==> images/floorplan.png <==
Scale bar: 50 um. Pins as bars on the die edge. Tap cells in grey.
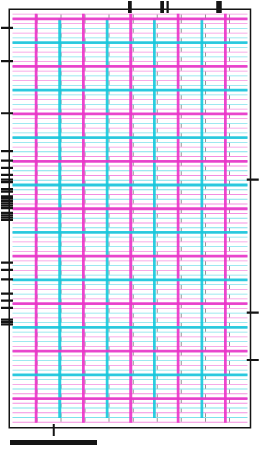
==> images/class_map.png <==
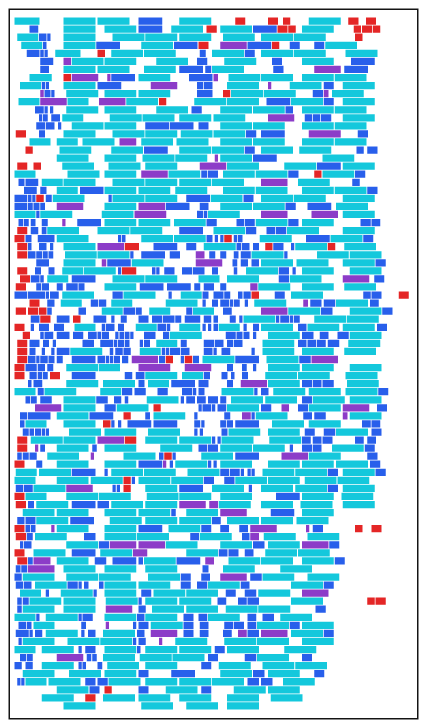
==> images/clock_wires.png <==
Scale bar: 50 um.
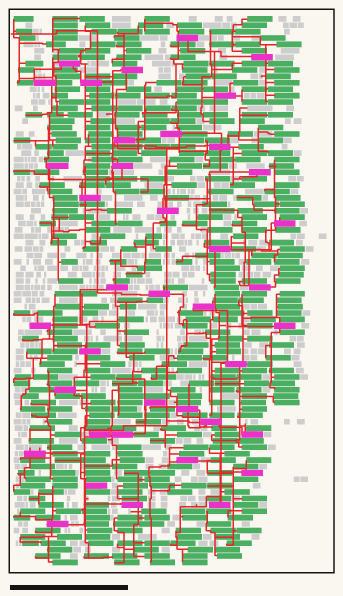
==> images/layers.png <==
Scale bar: 50 um. Two of the layers only.
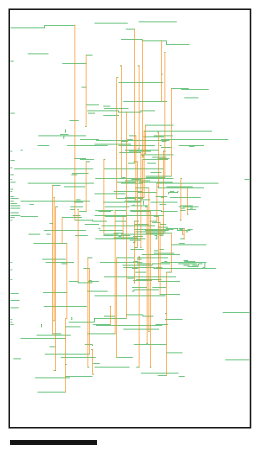
==> images/clock_nets.png <==
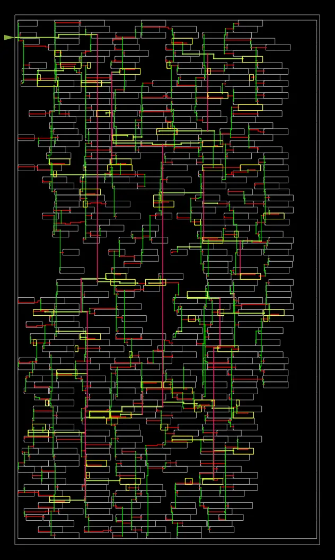
File: src/rtl/stream_source_if.sv
// Core-port handshake bundle between an input-stream writer and a TIS core port.
// The writer drives write/out; the core answers with its read strobe.
interface stream_source_if;
  logic        write;
  logic [10:0] out;
  logic        read;

  modport master (output write, output out, input read);
  modport slave  (input write, input out, output read);
endinterface

File: src/rtl/stream_source.sv
// Input-stream node: host preloads a FIFO, then values are handed to a TIS core port one at a time.
// Optional clamp-to-TIS-range on enqueue with a sticky sat_seen flag when STREAM_SAT_EN is defined.
module stream_source #(
  parameter int unsigned DEPTH = 39,
  parameter int unsigned AW    = 6
) (
  input  logic                 clk,
  input  logic                 rst,
  input  logic                 load_valid,
  input  logic [10:0]          load_data,
  output logic                 load_ready,
  input  logic                 start,
  stream_source_if.master      bus,
  output logic [AW-1:0]        count,
  output logic [AW-1:0]        sent,
  output logic                 done
`ifdef STREAM_SAT_EN
  ,
  output logic                 sat_seen
`endif
);

  typedef enum logic [1:0] {IDLE, PRESENT, DONE} state_t;

  localparam logic [AW-1:0] LAST = AW'(DEPTH - 1);
  localparam logic [AW-1:0] FULL = AW'(DEPTH);

  state_t          state, state_n;
  logic [AW-1:0]   head, head_n, tail, tail_n, cnt, cnt_n, sent_q, sent_n;
  logic            write_q, write_n;
  logic [10:0]     out_q, out_n;
  logic            push, go_present;
  logic [10:0]     word_in;
  logic            clamped;
  logic [10:0]     mem [DEPTH];

  function automatic logic [AW-1:0] nxt(input logic [AW-1:0] p);
    return (p == LAST) ? '0 : p + 1'b1;
  endfunction

`ifdef STREAM_SAT_EN
  localparam logic signed [10:0] VMAX = 11'sd999;
  localparam logic signed [10:0] VMIN = -11'sd999;

  always_comb begin
    clamped = 1'b1;
    if ($signed(load_data) > VMAX)      word_in = VMAX;
    else if ($signed(load_data) < VMIN) word_in = VMIN;
    else begin
      word_in = load_data;
      clamped = 1'b0;
    end
  end

  logic sat_q;
  always_ff @(posedge clk) begin
    if (!rst) sat_q <= 1'b0;
    else      sat_q <= (go_present ? 1'b0 : sat_q) | (push & clamped);
  end
  assign sat_seen = sat_q;
`else
  assign word_in = load_data;
  assign clamped = 1'b0;
`endif

  assign load_ready = (state == IDLE) && (cnt != FULL);
  assign count      = cnt;
  assign sent       = sent_q;
  assign done       = (state == DONE);
  assign bus.write  = write_q;
  assign bus.out    = out_q;

  always_comb begin
    state_n    = state;
    head_n     = head;
    tail_n     = tail;
    cnt_n      = cnt;
    sent_n     = sent_q;
    write_n    = write_q;
    out_n      = out_q;
    push       = 1'b0;
    go_present = 1'b0;
    case (state)
      IDLE: begin
        write_n = 1'b0;
        push    = load_valid && load_ready;
        if (push) begin
          tail_n = nxt(tail);
          cnt_n  = cnt + 1'b1;
        end
        if (start) begin
          if (cnt_n != '0) begin
            state_n    = PRESENT;
            go_present = 1'b1;
            sent_n     = '0;
            write_n    = 1'b1;
            // An empty FIFO taking a same-cycle push has not stored the word yet.
            out_n      = (cnt == '0) ? word_in : mem[head];
          end else begin
            state_n = DONE;
          end
        end
      end
      PRESENT: begin
        if (write_q && bus.read) begin
          head_n  = nxt(head);
          cnt_n   = cnt - 1'b1;
          sent_n  = sent_q + 1'b1;
          write_n = 1'b0;
          if (cnt == AW'(1)) state_n = DONE;
        end else if (!write_q) begin
          write_n = 1'b1;
          out_n   = mem[head];
        end
      end
      DONE: begin
        write_n = 1'b0;
        if (start) state_n = IDLE;
      end
      default: state_n = IDLE;
    endcase
  end

  always_ff @(posedge clk) begin
    if (!rst) begin
      state   <= IDLE;
      head    <= '0;
      tail    <= '0;
      cnt     <= '0;
      sent_q  <= '0;
      write_q <= 1'b0;
      out_q   <= '0;
    end else begin
      state   <= state_n;
      head    <= head_n;
      tail    <= tail_n;
      cnt     <= cnt_n;
      sent_q  <= sent_n;
      write_q <= write_n;
      out_q   <= out_n;
    end
  end

  always_ff @(posedge clk) begin
    if (push) mem[tail] <= word_in;
  end

endmodule
File: src/flat_wrapper.sv
// flat-port wrapper written by rule: the top's interface ports become plain ports
module stream_source_flat 
#(
  parameter int unsigned DEPTH = 39,
  parameter int unsigned AW    = 6
)
  (clk, rst, load_valid, load_data, load_ready, start, count, sent, done, bus_write, bus_out, bus_read);
  stream_source_if bus_i ();
  input  logic clk;
  input  logic rst;
  input  logic load_valid;
  input  logic [10:0] load_data;
  output logic load_ready;
  input  logic start;
  output logic [AW-1:0] count;
  output logic [AW-1:0] sent;
  output logic done;
  output wire logic [$bits(bus_i.write)-1:0] bus_write;
  output wire logic [$bits(bus_i.out)-1:0] bus_out;
  input wire logic [$bits(bus_i.read)-1:0] bus_read;
  assign bus_write = bus_i.write;
  assign bus_out = bus_i.out;
  assign bus_i.read = bus_read;
  stream_source #(.DEPTH(DEPTH), .AW(AW)) u_core (.clk(clk), .rst(rst), .load_valid(load_valid), .load_data(load_data), .load_ready(load_ready), .start(start), .bus(bus_i), .count(count), .sent(sent), .done(done));
endmodule
File: config.mk
export PLATFORM = sky130hd
export DESIGN_NAME = stream_source_flat
export DESIGN_NICKNAME = d
export VERILOG_FILES = /design/src/rtl/stream_source_if.sv /design/src/rtl/stream_source.sv /design/src/flat_wrapper.sv
export SDC_FILE = /design/constraint.sdc
export NUM_CORES = 1
export LEC_CHECK = 0
export ABC_AREA = 0
export ABC_CLOCK_PERIOD_IN_PS = 6900
export CAP_MARGIN = 25
export CORE_ASPECT_RATIO = 1.75
export CORE_UTILIZATION = 60
export DETAILED_ROUTE_END_ITERATION = 10
export PLACE_DENSITY_LB_ADDON = 0.25
export SETUP_SLACK_MARGIN = 0.2
export SYNTH_ARGS = -nofsm -noshare
export SYNTH_HDL_FRONTEND = slang
export SYNTH_SLANG_ARGS = --single-unit
File: constraint.sdc
create_clock -name clk -period 6.9 [get_ports clk]
set_input_delay 0.69 -clock clk [delete_from_list [all_inputs] [get_ports clk]]
set_output_delay 0.69 -clock clk [all_outputs]
set_load 0.1 [all_outputs]
==> out/README.md <==
| Group | Metric | This run |
|:---|:---|:---|
| setup path | Kind of cell adding the most delay to the critical path | AND-OR/OR-AND gates |
| setup path | Depth of the critical timing path with buffers and inverters included | 7 |
| final layout | Antenna Cells | 0 |
| setup path | Worst path arrival time | 4.37 ns |
| status | Outcome | complete, no violations |
| setup path | Worst reg-to-reg setup slack | 3.01 ns |
| sta | Worst Hold Margin | 0.542 ns |
| global route | Met1 Usage GRT | 34.1% |
| yosys | Number of cells produced by synthesis | 1117 |
| floorplanning | Total die size | 32900 um^2 |
| setup path | Worst-path fanout max | 56 |
| detailed routing | Count of vias placed by the detailed router | 10600 |
| clocking | Clock Root Buffer | clkbuf_16 |
| final layout | Commonest non-fill, non-tap cells in the layout | edfxtp_1 (429), mux2i_1 (95), nor2_1 (59), mux4_2 (53), nand2_1 (48) |
| hold path | Hold Path Depth | 2 |
| yosys | Floorplan Nets | 1146 |
| clocking | Buffers inserted during post-CTS setup optimization | 0 |
| final layout | Clock Buffer Count | 48 |
| clocking | Level count of the clock H-tree | 2 |
| setup path | Buffering stage count on the worst path with inverters included | 1 |
| sta | Fin Setup TNS | 0 ns |
| sta | Final worst path period share | 56.4% |
| detailed routing | Final WL | 45100 um |
| setup path | Critical Path RT | 7.38 ns |
## Picture notes: floorplan.png
colour	net
cyan	VDD
magenta	VSS
rows	86
met1 rails	87
met5 straps	17

## Picture notes: class_map.png
colour	class	cells
blue	remaining logic cells	580
cyan	registers	473
red	remaining buffers and delay cells	76
purple	clock drivers and dummy loads	72

## Picture notes: clock_wires.png
[magenta] clock-net drivers | count: 39
[red] clock wires | length: 4800 um
[green] flip-flops | count: 473
flops lie	spread over the die
Power Clock: 2.23 mW
part of the total power dissipated in the clock network: 32.5%
setup skew after layout: 0.0253 ns

## Picture notes: layers.png
colour	layer	wire length
green	M3	3010 um
orange	M4	2370 um

## Picture notes: clock_nets.png
number of sequential storage elements: 473
clock buffers created by TritonCTS: 39

Power is estimated from default activity; no workload was simulated.
